### src/rtl/regfile_scoreboard.sv
// regfile_scoreboard
//   Register file for the pipelined CPU datapath with a per-register busy
//   scoreboard. NUM_RD combinational read ports, one clocked write port,
//   one hardwired-zero register, optional same-cycle write-to-read bypass.
//
// Ports
//   clk          rising-edge clock
//   reset_n      asynchronous active-low reset (clears data and scoreboard)
//   wr_en        writeback valid
//   wr_addr      writeback register index
//   wr_data      writeback data
//   iss_en       instruction issued with a destination
//   iss_addr     destination register being issued (marked busy)
//   rd_en        per-port read-in-use flags
//   rd_addr      packed read addresses, port i = [i*ADDR_W +: ADDR_W]
//   rd_data      packed read data,      port i = [i*DATA_W +: DATA_W]
//   rd_busy      per-port "register has a pending write" flags
//   stall        any in-use port reads a busy register
//   pending_cnt  number of busy registers (registered counter)
module regfile_scoreboard #(
  parameter int DATA_W   = 64,
  parameter int ADDR_W   = 5,
  parameter int NUM_RD   = 2,
  parameter int ZERO_REG = 31,
  parameter int BYPASS   = 1
) (
  input  logic                     clk,
  input  logic                     reset_n,
  input  logic                     wr_en,
  input  logic [ADDR_W-1:0]        wr_addr,
  input  logic [DATA_W-1:0]        wr_data,
  input  logic                     iss_en,
  input  logic [ADDR_W-1:0]        iss_addr,
  input  logic [NUM_RD-1:0]        rd_en,
  input  logic [NUM_RD*ADDR_W-1:0] rd_addr,
  output logic [NUM_RD*DATA_W-1:0] rd_data,
  output logic [NUM_RD-1:0]        rd_busy,
  output logic                     stall,
  output logic [ADDR_W:0]          pending_cnt
);

  localparam int                DEPTH     = 1 << ADDR_W;
  localparam logic [ADDR_W-1:0] ZERO_ADDR = ADDR_W'(ZERO_REG);

  logic [DATA_W-1:0] r_regs [DEPTH];
  logic [DEPTH-1:0]  r_busy;
  logic [ADDR_W:0]   r_pending;

  logic              w_wr_ok;
  logic              w_iss_ok;
  logic              w_inc;
  logic              w_dec;
  logic [DEPTH-1:0]  w_busy_nxt;
  logic [ADDR_W-1:0] w_raddr [NUM_RD];

  // The zero register is excluded from both writes and the scoreboard.
  assign w_wr_ok  = wr_en  && (wr_addr  != ZERO_ADDR);
  assign w_iss_ok = iss_en && (iss_addr != ZERO_ADDR);

  // Counter tracks busy-bit transitions only: issuing to a busy register
  // adds nothing, and a writeback cancelled by a same-address issue
  // (set wins) removes nothing.
  assign w_inc = w_iss_ok && !r_busy[iss_addr];
  assign w_dec = w_wr_ok && r_busy[wr_addr] &&
                 !(w_iss_ok && (iss_addr == wr_addr));

  always_comb begin
    w_busy_nxt = r_busy;
    if (w_wr_ok)  w_busy_nxt[wr_addr]  = 1'b0;
    if (w_iss_ok) w_busy_nxt[iss_addr] = 1'b1;
  end

  always_ff @(posedge clk or negedge reset_n) begin
    if (!reset_n) begin
      for (int k = 0; k < DEPTH; k++) r_regs[k] <= '0;
    end else if (w_wr_ok) begin
      r_regs[wr_addr] <= wr_data;
    end
  end

  always_ff @(posedge clk or negedge reset_n) begin
    if (!reset_n) begin
      r_busy    <= '0;
      r_pending <= '0;
    end else begin
      r_busy    <= w_busy_nxt;
      r_pending <= r_pending + {{ADDR_W{1'b0}}, w_inc}
                             - {{ADDR_W{1'b0}}, w_dec};
    end
  end

  always_comb begin
    for (int i = 0; i < NUM_RD; i++) begin
      w_raddr[i] = rd_addr[i*ADDR_W +: ADDR_W];
    end
  end

  // Read priority: zero register, then same-cycle bypass (which also hides
  // the busy bit about to be cleared), then stored state.
  always_comb begin
    rd_data = '0;
    rd_busy = '0;
    for (int i = 0; i < NUM_RD; i++) begin
      if (w_raddr[i] == ZERO_ADDR) begin
        rd_data[i*DATA_W +: DATA_W] = '0;
        rd_busy[i]                  = 1'b0;
      end else if ((BYPASS != 0) && wr_en && (wr_addr == w_raddr[i])) begin
        rd_data[i*DATA_W +: DATA_W] = wr_data;
        rd_busy[i]                  = 1'b0;
      end else begin
        rd_data[i*DATA_W +: DATA_W] = r_regs[w_raddr[i]];
        rd_busy[i]                  = r_busy[w_raddr[i]];
      end
    end
  end

  assign stall       = |(rd_en & rd_busy);
  assign pending_cnt = r_pending;

endmodule

### config.mk
export PLATFORM = sky130hd
export DESIGN_NAME = regfile_scoreboard
export DESIGN_NICKNAME = d
export VERILOG_FILES = /design/src/rtl/regfile_scoreboard.sv
export SDC_FILE = /design/constraint.sdc
export NUM_CORES = 2
export LEC_CHECK = 0
export ABC_AREA = 0
export CAP_MARGIN = 20
export CORE_MARGIN = 1.5
export CORE_UTILIZATION = 50
export CTS_BUF_LIST = sky130_fd_sc_hd__clkbuf_16
export CTS_CLUSTER_DIAMETER = 40
export CTS_CLUSTER_SIZE = 28
export DETAILED_ROUTE_END_ITERATION = 8
export PLACE_DENSITY = 0.66
export SYNTH_ARGS = -nofsm -noshare
export SYNTH_HDL_FRONTEND = slang
export SYNTH_SLANG_ARGS = --single-unit
### constraint.sdc
create_clock -name clk -period 3.7 [get_ports clk]
set_input_delay 0.925 -clock clk [delete_from_list [all_inputs] [get_ports clk]]
set_output_delay 0.925 -clock clk [all_outputs]
set_load 0.02 [all_outputs]
==> flow_metrics.env <==
# physical design summary
export IMPL_leakagePower_nw=64.49
export IMPL_swShare_pct=28.27
export IMPL_grt_first_pass_wirelength_um=577800
export IMPL_vias=81410
export IMPL_ys_flops=2086
export IMPL_antenna_found_initial=10
export IMPL_grtUsageMet1_pct=46.65
export IMPL_crit_cells=8
export IMPL_syn_inst=7820
export IMPL_p_int_w=0.05782
export IMPL_arrival_ps=3050
export IMPL_place_inst=11080
export IMPL_crit_buf_inv=5
export IMPL_ys_sh_mux_pct=42.12
export IMPL_cp_start_kind="primary input"
export IMPL_wl_met1_um=159900
export IMPL_num_nets_final=8926
export IMPL_clockBufferDepth=4
export IMPL_hold_slack_ps=401.4
export IMPL_area_growth_pct=29.08
export IMPL_layout_setup_ws_ps=-271.1
export IMPL_synth_nets=7917
export IMPL_first_pass_iters=5
export IMPL_r2r_cells=13
export IMPL_clkbuf_count=362
export IMPL_sequentialPowerShare_pct=38.1
export IMPL_outcome="finished, violations left"
export IMPL_min_path_cells=0
export IMPL_criticalPathCategory="in -> out"
export IMPL_fin_skew_ps=59.36
export IMPL_dieWidth_um=476.8
export IMPL_top_cells_by_area="dfrtp_1 (47%), mux2_2 (20%), mux4_2 (15%)"
export IMPL_maxPowerGroup="clock"
export IMPL_post_drt_wl_per_cell_um=32.87
export IMPL_grt_pass1_vias=84100
export IMPL_min_period_ps=3971
export IMPL_grt_overflow_total=0
export IMPL_ys_sh_xor_pct=0.1482
export IMPL_cts_hold_buf=1
export IMPL_cts_tree="built"
export IMPL_clock_cell_area_share_pct=8.221
export IMPL_numCtsBuffers=354
export IMPL_cpMostUsedCell="buf_4"
export IMPL_flop_area_um2=52210
export IMPL_synthSimpleGateAreaFrac_pct=0.6074
export IMPL_drtIter0Drc=8639
export IMPL_p_seq_w=0.0307
export IMPL_tns_ps=-18450
export IMPL_irDropWorstVdd_mv=0.5810
export IMPL_nNonClkBuffers=1579
export IMPL_timing_slew_headroom_pct=44.06
export IMPL_hpwl_um=246300
export IMPL_grt_met3_usage_pct=8.506
export IMPL_gr_usage_all_layers_pct=34.21
export IMPL_worstReg2RegStart="r_busy[21]"
export IMPL_buf_share_pct=13.07
export IMPL_routed_wl_met3_um=36980
export IMPL_busiest_layer="met2"
export IMPL_hold_viol_final=0
export IMPL_synthAdderAreaFrac_pct=0.08471
export IMPL_synth_comb_largest_family="multiplexers"
export IMPL_fmax_mhz=251.8
export IMPL_most_common_cell="dfrtp_1"
export IMPL_rsz0062_at_grt="yes"
export IMPL_endpoint_kind="output pin"
export IMPL_path_max_fanout=24
export IMPL_cts_sinks=2086
export IMPL_final_area_um2=144900
export IMPL_yosys_warnings=0
export IMPL_ff_type="dfrtp_1"
export IMPL_endpoint="stall"
export IMPL_nNonClkInverters=11
export IMPL_die_h_um=476.8
export IMPL_ys_chip_area_um2=112300
export IMPL_antennaDiodeCount=3
export IMPL_final_antenna_net_count=0
export IMPL_mi_logic_area_um2=58060
export IMPL_syn_avg_cell_area_um2=14.36
export IMPL_met2_length_um=181300
export IMPL_path_cells="clkbuf_16 > buf_4 > buf_4 > inv_1 > a311oi_4 > nor3b_2 > a22o_1 > buf_2"
export IMPL_cp_top_family="buffers and inverters"
export IMPL_port_buffers=226
export IMPL_log_warning_count=35
export IMPL_final_max_slew_viol_count=0
export IMPL_place_area_um2=125500
export IMPL_maxCapViolations=0
export IMPL_finalWeightedCongestion=0.8872
export IMPL_met2_usage_pct=51.78
export IMPL_power_w=0.08061
export IMPL_ctsResizeCount=1209
export IMPL_async_flop_share_pct=100.0
export IMPL_cts_htree_levels=5
export IMPL_drcViolationCount=0
export IMPL_synth_area_um2=112300
export IMPL_min_path_type="reg -> reg"
export IMPL_cpPeakStageDelay_ps=530
export IMPL_combAreaFraction_pct=40.07
export IMPL_top_area_share_pct=46.50
export IMPL_hold_start="r_regs[27]"
export IMPL_clock_power_w=0.0332
export IMPL_yosys_top_cells_count="dfrtp_1 (2086), mux2_2 (1948), mux2i_1 (841)"
export IMPL_layout_cells_non_filler=12080
export IMPL_power_switching_w=0.02279
export IMPL_viasPerCell=6.738
export IMPL_io_pins=227
export IMPL_combPwrFrac_pct=20.7
export IMPL_fp_util_pct=50.40
export IMPL_finalClockPeriodUsage_pct=107.3
export IMPL_crit_required_ps=2770
export IMPL_r2r_end="pending_cnt[4]"
export IMPL_ys_cells=7820
export IMPL_num_rows=173
export IMPL_violations="negative setup slack"
export IMPL_post_cts_setup_buffer_count=212
export IMPL_setup_violations=131
export IMPL_synth_cell_types=54
export IMPL_hold_path_endpoint="r_regs[27]"
export IMPL_coreArea_um2=222700
export IMPL_p_comb_w=0.0167
export IMPL_top_layer_used="met5"
export IMPL_grt_max_degree=147
export IMPL_sh_seq_area_pct=36.03
export IMPL_drive_gt1_share_pct=56.91
export IMPL_crit_path_start="rd_addr[3]"
export IMPL_ys_seq_share_pct=46.50
export IMPL_synth_compound_area_share_pct=6.704
export IMPL_logic_gate_count=4797
export IMPL_edf_count=0
export IMPL_tightest_slew_ps=839.2
export IMPL_clk_latency_ps=970
==> placed cells by master, fill, tap and decap left out, types with 37 or more instances in the layout <==
master           instances
a211oi_2                47
a21oi_1                 93
a21oi_2                 87
a221oi_1                54
a22o_1                  73
a32o_2                  37
buf_12                 351
buf_16                  62
buf_4                  818
buf_6                  185
bufinv_16               42
clkbuf_16              377
clkdlybuf4s50_1         78
clkinvlp_4              46
dfrtp_1               2079
inv_1                   37
inv_6                   40
mux2_1                  37
mux2_2                1948
mux2i_1                784
mux2i_2                 37
mux4_2                 733
o21ai_0                114
o21ai_1                103
o21ai_2                 57
o221ai_1               182
o22ai_1                 56
==> state kept, by name, indices dropped and copies added, names as in the netlist <==
name / count
pending_cnt: 6
r_busy: 32
r_regs: 2048
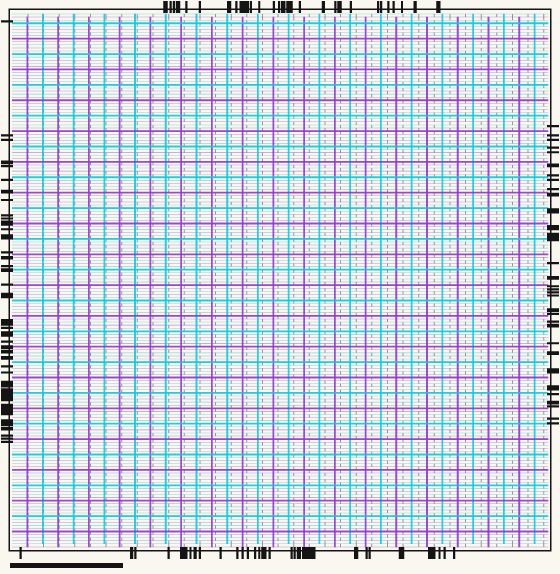
**Above:** floorplan with the power grid.
Scale bar: 100 um. Pins as bars on the die edge. Tap cells in grey.
legend:
  purple:
    net: VSS
  cyan:
    net: VDD
signal pins: 227
rows: 173
met5 straps: 34
met4 straps: 34

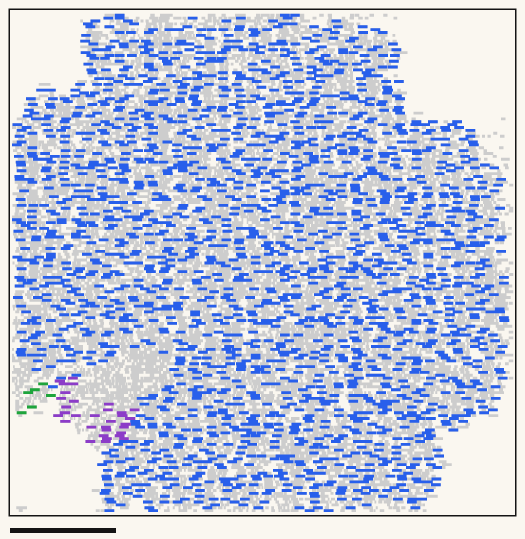
**Above:** register map, names as in the netlist.
Scale bar: 100 um. Other cells in grey.
legend:
  green:
    netlist_name: pending_cnt
    placed_flops: 6
    where: south-west
  purple:
    netlist_name: r_busy
    placed_flops: 32
    where: south-west
  blue:
    netlist_name: r_regs
    placed_flops: 2048
    where: widely spread

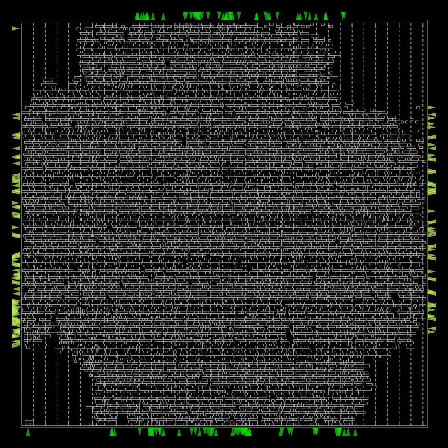
**Above:** placed standard cells.
n_taps: 2975
final core utilization: 65.05%
Flop Count: 2086

